[src/rtl/pixelbox_pkg.sv]
// Shared definitions for the DVP pixel capture path: FSM encoding, RGB565 field
// positions and default frame geometry.
package pixelbox_pkg;

    typedef enum logic [1:0] {
        ST_IDLE    = 2'd0,
        ST_SKIP    = 2'd1,
        ST_WAIT_VS = 2'd2,
        ST_RUN     = 2'd3
    } cap_state_t;

    localparam int R5_MSB = 15;
    localparam int R5_LSB = 11;
    localparam int G6_MSB = 10;
    localparam int G6_LSB = 5;
    localparam int B5_MSB = 4;
    localparam int B5_LSB = 0;

    localparam int DEFAULT_H_ACT = 640;
    localparam int DEFAULT_V_ACT = 480;

endpackage

[src/rtl/rgb565_to_rgb888.sv]
// Combinational RGB565 -> RGB888 expansion; low bits are filled by replicating
// each channel's MSBs so full-scale inputs map to 0xFF.
module rgb565_to_rgb888
    import pixelbox_pkg::*;
(
    input  logic [15:0] pix565,
    output logic [7:0]  red,
    output logic [7:0]  green,
    output logic [7:0]  blue
);

    logic [4:0] r5;
    logic [5:0] g6;
    logic [4:0] b5;

    assign r5 = pix565[R5_MSB:R5_LSB];
    assign g6 = pix565[G6_MSB:G6_LSB];
    assign b5 = pix565[B5_MSB:B5_LSB];

    assign red   = {r5, r5[4:2]};
    assign green = {g6, g6[5:4]};
    assign blue  = {b5, b5[4:2]};

endmodule

[src/rtl/dvp_rgb565_capture.sv]
// DVP byte-stream capture: drops start-up frames, pairs RGB565 bytes into RGB888
// pixels and flags lines/frames whose geometry is off.
module dvp_rgb565_capture
    import pixelbox_pkg::*;
#(
    parameter int H_ACT       = DEFAULT_H_ACT,
    parameter int V_ACT       = DEFAULT_V_ACT,
    parameter int SKIP_FRAMES = 10,
    parameter bit VS_POL      = 1'b1
) (
    input  logic       sclk,
    input  logic       rst_n,
    input  logic       cfg_done,
    input  logic       cam_vsync,
    input  logic       cam_href,
    input  logic [7:0] cam_data,
    output logic [7:0] tx_data_R,
    output logic [7:0] tx_data_G,
    output logic [7:0] tx_data_B,
    output logic       po_flag,
    output logic       o_vs,
    output logic       line_err,
    output logic       frame_err
);

    localparam int XW = $clog2(H_ACT + 2);
    localparam int YW = $clog2(V_ACT + 2);
    localparam int SW = (SKIP_FRAMES > 1) ? $clog2(SKIP_FRAMES + 1) : 1;

    localparam logic [XW-1:0] X_TARGET = XW'(H_ACT);
    localparam logic [YW-1:0] Y_TARGET = YW'(V_ACT);
    localparam logic [XW-1:0] X_MAX    = '1;
    localparam logic [YW-1:0] Y_MAX    = '1;

    cap_state_t    state, state_next;
    logic [SW-1:0] skip_cnt, skip_next;

    logic          vs_r, vs_d, href_r, href_d;
    logic [7:0]    data_r;
    logic          fs, le;
    logic          run_now, run_next;

    logic          phase;
    logic [7:0]    hi_byte;
    logic [XW-1:0] x_cnt;
    logic [YW-1:0] y_cnt;
    logic          line_void;
    logic [7:0]    red, green, blue;

    always_ff @(posedge sclk) begin
        if (!rst_n) begin
            vs_r   <= 1'b0;
            vs_d   <= 1'b0;
            href_r <= 1'b0;
            href_d <= 1'b0;
            data_r <= 8'h00;
        end else begin
            vs_r   <= (cam_vsync == VS_POL);
            vs_d   <= vs_r;
            href_r <= cam_href;
            href_d <= href_r;
            data_r <= cam_data;
        end
    end

    assign fs = vs_r & ~vs_d;
    assign le = href_d & ~href_r;

    always_ff @(posedge sclk) begin
        if (!rst_n) begin
            state    <= ST_IDLE;
            skip_cnt <= '0;
        end else begin
            state    <= state_next;
            skip_cnt <= skip_next;
        end
    end

    always_comb begin
        state_next = state;
        skip_next  = skip_cnt;
        case (state)
            ST_IDLE: begin
                if (cfg_done) begin
                    skip_next  = '0;
                    state_next = (SKIP_FRAMES == 0) ? ST_WAIT_VS : ST_SKIP;
                end
            end
            ST_SKIP: begin
                if (fs) begin
                    skip_next = skip_cnt + SW'(1);
                    if (skip_cnt == SW'(SKIP_FRAMES - 1)) begin
                        state_next = ST_WAIT_VS;
                    end
                end
            end
            ST_WAIT_VS: begin
                if (fs) begin
                    state_next = ST_RUN;
                end
            end
            ST_RUN: begin
                state_next = ST_RUN;
            end
            default: begin
                state_next = ST_IDLE;
            end
        endcase
        if (!cfg_done) begin
            state_next = ST_IDLE;
        end
    end

    // o_vs looks at the next state so the first captured frame's vsync is not clipped.
    assign run_now  = (state == ST_RUN) && cfg_done;
    assign run_next = (state_next == ST_RUN);

    rgb565_to_rgb888 u_expand (
        .pix565 ({hi_byte, data_r}),
        .red    (red),
        .green  (green),
        .blue   (blue)
    );

    // A line cut by a frame start is marked void so its tail neither emits pixels nor errors.
    always_ff @(posedge sclk) begin
        if (!rst_n) begin
            phase     <= 1'b0;
            hi_byte   <= 8'h00;
            x_cnt     <= '0;
            y_cnt     <= '0;
            line_void <= 1'b0;
            tx_data_R <= 8'h00;
            tx_data_G <= 8'h00;
            tx_data_B <= 8'h00;
            po_flag   <= 1'b0;
            o_vs      <= 1'b0;
            line_err  <= 1'b0;
            frame_err <= 1'b0;
        end else begin
            po_flag   <= 1'b0;
            line_err  <= 1'b0;
            frame_err <= 1'b0;
            o_vs      <= run_next & vs_r;
            if (!run_now) begin
                phase     <= 1'b0;
                x_cnt     <= '0;
                y_cnt     <= '0;
                line_void <= 1'b0;
            end else if (fs) begin
                frame_err <= (y_cnt != Y_TARGET);
                phase     <= 1'b0;
                x_cnt     <= '0;
                y_cnt     <= '0;
                line_void <= href_r;
            end else if (le) begin
                if (!line_void) begin
                    line_err <= (x_cnt != X_TARGET);
                    if (y_cnt != Y_MAX) begin
                        y_cnt <= y_cnt + YW'(1);
                    end
                end
                line_void <= 1'b0;
                phase     <= 1'b0;
                x_cnt     <= '0;
            end else if (href_r && !line_void) begin
                phase <= ~phase;
                if (!phase) begin
                    hi_byte <= data_r;
                end else begin
                    tx_data_R <= red;
                    tx_data_G <= green;
                    tx_data_B <= blue;
                    po_flag   <= 1'b1;
                    if (x_cnt != X_MAX) begin
                        x_cnt <= x_cnt + XW'(1);
                    end
                end
            end
        end
    end

endmodule

[config.mk]
export PLATFORM = sky130hd
export DESIGN_NAME = dvp_rgb565_capture
export DESIGN_NICKNAME = d
export VERILOG_FILES = /design/src/rtl/pixelbox_pkg.sv /design/src/rtl/rgb565_to_rgb888.sv /design/src/rtl/dvp_rgb565_capture.sv
export SDC_FILE = /design/constraint.sdc
export NUM_CORES = 1
export LEC_CHECK = 0
export CAP_MARGIN = 30
export CORE_MARGIN = 4
export CORE_UTILIZATION = 40
export CTS_CLUSTER_SIZE = 28
export DETAILED_ROUTE_END_ITERATION = 10
export GPL_TIMING_DRIVEN = 0
export MAX_ROUTING_LAYER = met4
export SYNTH_ARGS = -nofsm -noshare
export SYNTH_HDL_FRONTEND = slang
export SYNTH_SLANG_ARGS = --single-unit
export TNS_END_PERCENT = 5
[constraint.sdc]
create_clock -name sclk -period 6 [get_ports sclk]
set_clock_uncertainty 0.2 [all_clocks]
set_input_delay 0.9 -clock sclk [delete_from_list [all_inputs] [get_ports sclk]]
set_output_delay 0.9 -clock sclk [all_outputs]
set_load 0.01 [all_outputs]
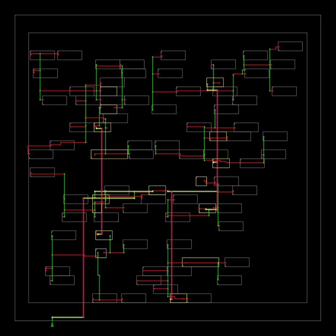
Fig. 1. The clock network.
clock distribution power: 428 uW
number of clock buffer instances in the layout: 11
TritonCTS Buffers: 9

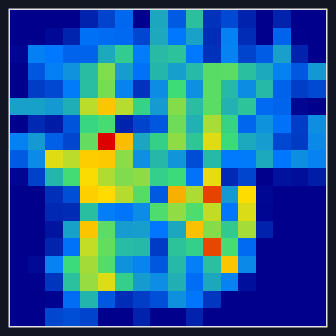
Fig. 2. Wire density map.
18 x 18 tiles, from dark blue (low) to red (high), scaled to the fullest tile. Values are wire area over tile area, all layers added.
nearly empty tiles = 24%
fullest tile = 0.37
mean over tiles = 0.097
densest ninth of the die = center
tiles over half the peak = 18%
emptiest ninth of the die = lower right
wire per inst: 12.2 um
Tot GR Track Use: 13.8%

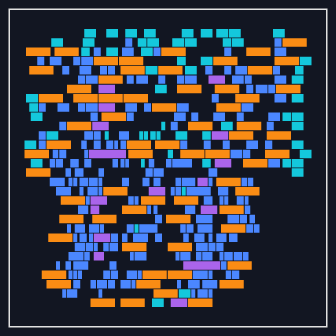
Fig. 3. Placement by cell class.
blue -> all other logic  # cells 203
orange -> flops  # cells 67
purple -> clock drivers and dummy loads  # cells 16
cyan -> other buffers and delay cells  # cells 59
sequential share of cell area: 37.3%
core area: 6870 sq um
number of placement rows: 30
final core occ: 52.4%
total non-filler cell area in the finished layout: 3600 sq um

==> notes.md <==
For this run the top cell type by instance count after synthesis was sky130_fd_sc_hd__dfxtp_1. In this run the tools logged warnings totalling 29. Counting distinct cell types in the post-synthesis netlist gives 42.

In the post-synthesis netlist, the biggest area contributors are sky130_fd_sc_hd__dfxtp_1 (47%), sky130_fd_sc_hd__mux2i_1 (9.1%), sky130_fd_sc_hd__nor2b_1 (5.9%). The logs give 0.00125 uW for the static leakage power and 2.27% for the fraction of met3 tracks used by global routing. With the initial antenna violation count at 0, the worst-case setup slack after placement is 2.93 ns. Counting every net in the synthesized netlist gives 310. With the total area of sequential cells at 1340 sq um, the first-pass detailed-route iteration total is 4. Of the cells placed in the final design, the portion with a size suffix greater than 1 is 10.1%. Layout net count: 360. With the count of vias placed by the detailed router at 2072, the area occupied by multi-input gates is 1360 sq um. With the warning count from the yosys run at 0, the area of the chip is 8550 sq um. In this run the critical path is formed by clkdlybuf4s50_1 -> nand3_1 -> nor3_1 -> buf_2 -> buf_4 -> mux2i_1 -> nor2b_1. The tools report the final number of setup-violating endpoints as 0. The biggest cell delay along the critical path is 0.61 ns, and the number of global-route vias before repair is 1938. Final clock period utilization by the worst path: 45.0%.

After layout the clock buffers and inverters come to 6.57% of cell area. Wire length on met2: 2450 um. Summed over all instances, the cell type with the most area after synthesis is sky130_fd_sc_hd__dfxtp_1. For the number of buffers inserted for hold repair after clock tree synthesis, the log shows 0.

Non-clock buffering takes up 14.0% of total cell area after layout. The top layer used by detailed routing was met4. The switching power as a share of total power is 20.5%, and the post-synthesis instance area is 2850 sq um. Per the placement log, port buffering inserted 39 buffers. The maximum clock insertion buffer count was 2; the CTS sink count was 67.

The pin closest to its max-slew limit shows a slew of 0.962 ns. The kind of cell with the highest combined delay on the critical path was buffers and inverters. The logs give 0.811 for the final RePlAce weighted congestion and 54 for the violation count after the first detailed-route iteration. The run gives 25.9% for the simple-gate share of the synthesized area. Clock transition at the registers of the reported paths: 0.07 ns.

The logs give 5370 um for the wire length reported by the detailed router and 2.73 ns for the endpoint arrival time on the critical path. Of the post-synthesis cell area, the dominant cell type holds 47.0%. The most critical hold endpoint after final layout shows a slack of 0.309 ns.

The final report lists a non-filler cell total of 441. For reference, the post-synthesis area per instance comes to 9.84 sq um. The worst setup margin was 3.30 ns; the number of multi-input combinational cells was 192. For this run, the leading register cell type out of synthesis is sky130_fd_sc_hd__dfxtp_1.

Counting flops with a built-in enable in the synthesized netlist gives 0. The cell with the biggest individual delay on the critical path was sky130_fd_sc_hd__clkdlybuf4s50_1. For the combinational power share, the log shows 3.2%.

After detailed placement, the design holds a cell count of 425. The most frequent logic cell in the layout is sky130_fd_sc_hd__dfxtp_1. The remaining max-slew budget at the tightest pin was 35.7%.

The run gives 187 uW as the net load switching power. The share of flip-flops with an asynchronous set or reset after synthesis was 0%; the met2 capacity usage during global routing was 20.8%. With the shortest clock period the worst path allows after layout at 2.70 ns, the power share of the sequential group is 49.7%. The inverter tally of the final layout excluding the clock network works out to 11. For this run, the detailed router reports a per-instance via density of 4.70. Buffers added to address setup during post-CTS repair amount to 0.

Entering global routing, the biggest net connects 13 pins. The run gives 0 as the final count of pins violating max slew. TritonCTS built the clock tree. Adding up every negative setup slack in the final design gives 0 ns.

After Yosys synthesis, full adders, half adders and majority gates account for 3.07% of the synthesized area. The power per cell area came out at 253 nW/um^2. The mux contribution to synthesized area works out to 9.12%. The run finished with clean final reports. The post-synthesis sequential element count is 67, and the wire length on met1 is 2660 um.

41 I/O pins were placed. The run gives 648 for the filler cell count. The worst hold path class was flop to flop. The required time of the critical path is 6.03 ns, and the post-synthesis xor/xnor area fraction is 3.68%.

According to the cell report, flip-flops and latches in the layout number 67. The worst setup path is launched from an input port. Tap insertion was completed with 96 tapcells. The first global-routing pass estimated 9120 um of wire. Per the timing report, the biggest fanout along the worst path comes to 10. The report counts max-capacitance violations totalling 0. Detailed placement finished with a half-perimeter wire length of 3860 um. The clock network accounts for 47.1% of the total power. The fraction of cell area in multi-input combinational cells is reported as 37.6%.

The total DRC errors in the routed layout came out at 0. Setup repair after global routing left no endpoint under its margin. Post-route total power: 909 uW.

The maximum level of the CTS H-tree is 3, and the gate count of the mapped netlist is 290. Along the critical path, the tally of buffer and inverter instances is 3. The library cells used most frequently in the layout, excluding fill and tap cells, are sky130_fd_sc_hd__dfxtp_1 (67), sky130_fd_sc_hd__clkdlybuf4s50_1 (39), sky130_fd_sc_hd__nor2b_1 (27). The chip area in the Yosys report was 2850 sq um. With the antenna violation net count after detailed routing at 0, the global-route track usage on met1 is 17.4%. After Yosys synthesis, AND-OR and OR-AND compound gates account for 5.75% of the synthesized area. Per the skew report, the later register of the worst-skew pair sees a clock latency of 0.34 ns. From bottom edge to top edge, the die measures 92.5 um.

In this run the layout overhead on the synthesized area is reported as 26.2%.
==> worst paths after layout <==
check | startpoint | endpoint | slack, ns | depth (start not counted)
min reg2reg | vs_d | o_vs | 0.31 | 1
max reg2reg | y_cnt[0] | y_cnt[6] | 3.52 | 7
max | cfg_done | tx_data_G[2] | 3.30 | 7
min | vs_d | o_vs | 0.31 | 1
==> power groups by stage <==
stage	registers, uW	clock network [uW]	logic [uW]
after floorplan	461	0	16.7
after global placement	462	0	28.9
after detailed placement	462	0	29.2
after CTS	452	443	29.4
after global routing	452	460	32.3
final	452	428	29.0
==> registers in the layout (all words and copies together), names as in the netlist, 2 cells and up <==
signal and flops:
x_cnt 10, data_r 8, hi_byte 8, tx_data_B 5
state 2, y_cnt 9, tx_data_R 5, tx_data_G 6
skip_cnt 4
Power and IR drop assume default switching activity.
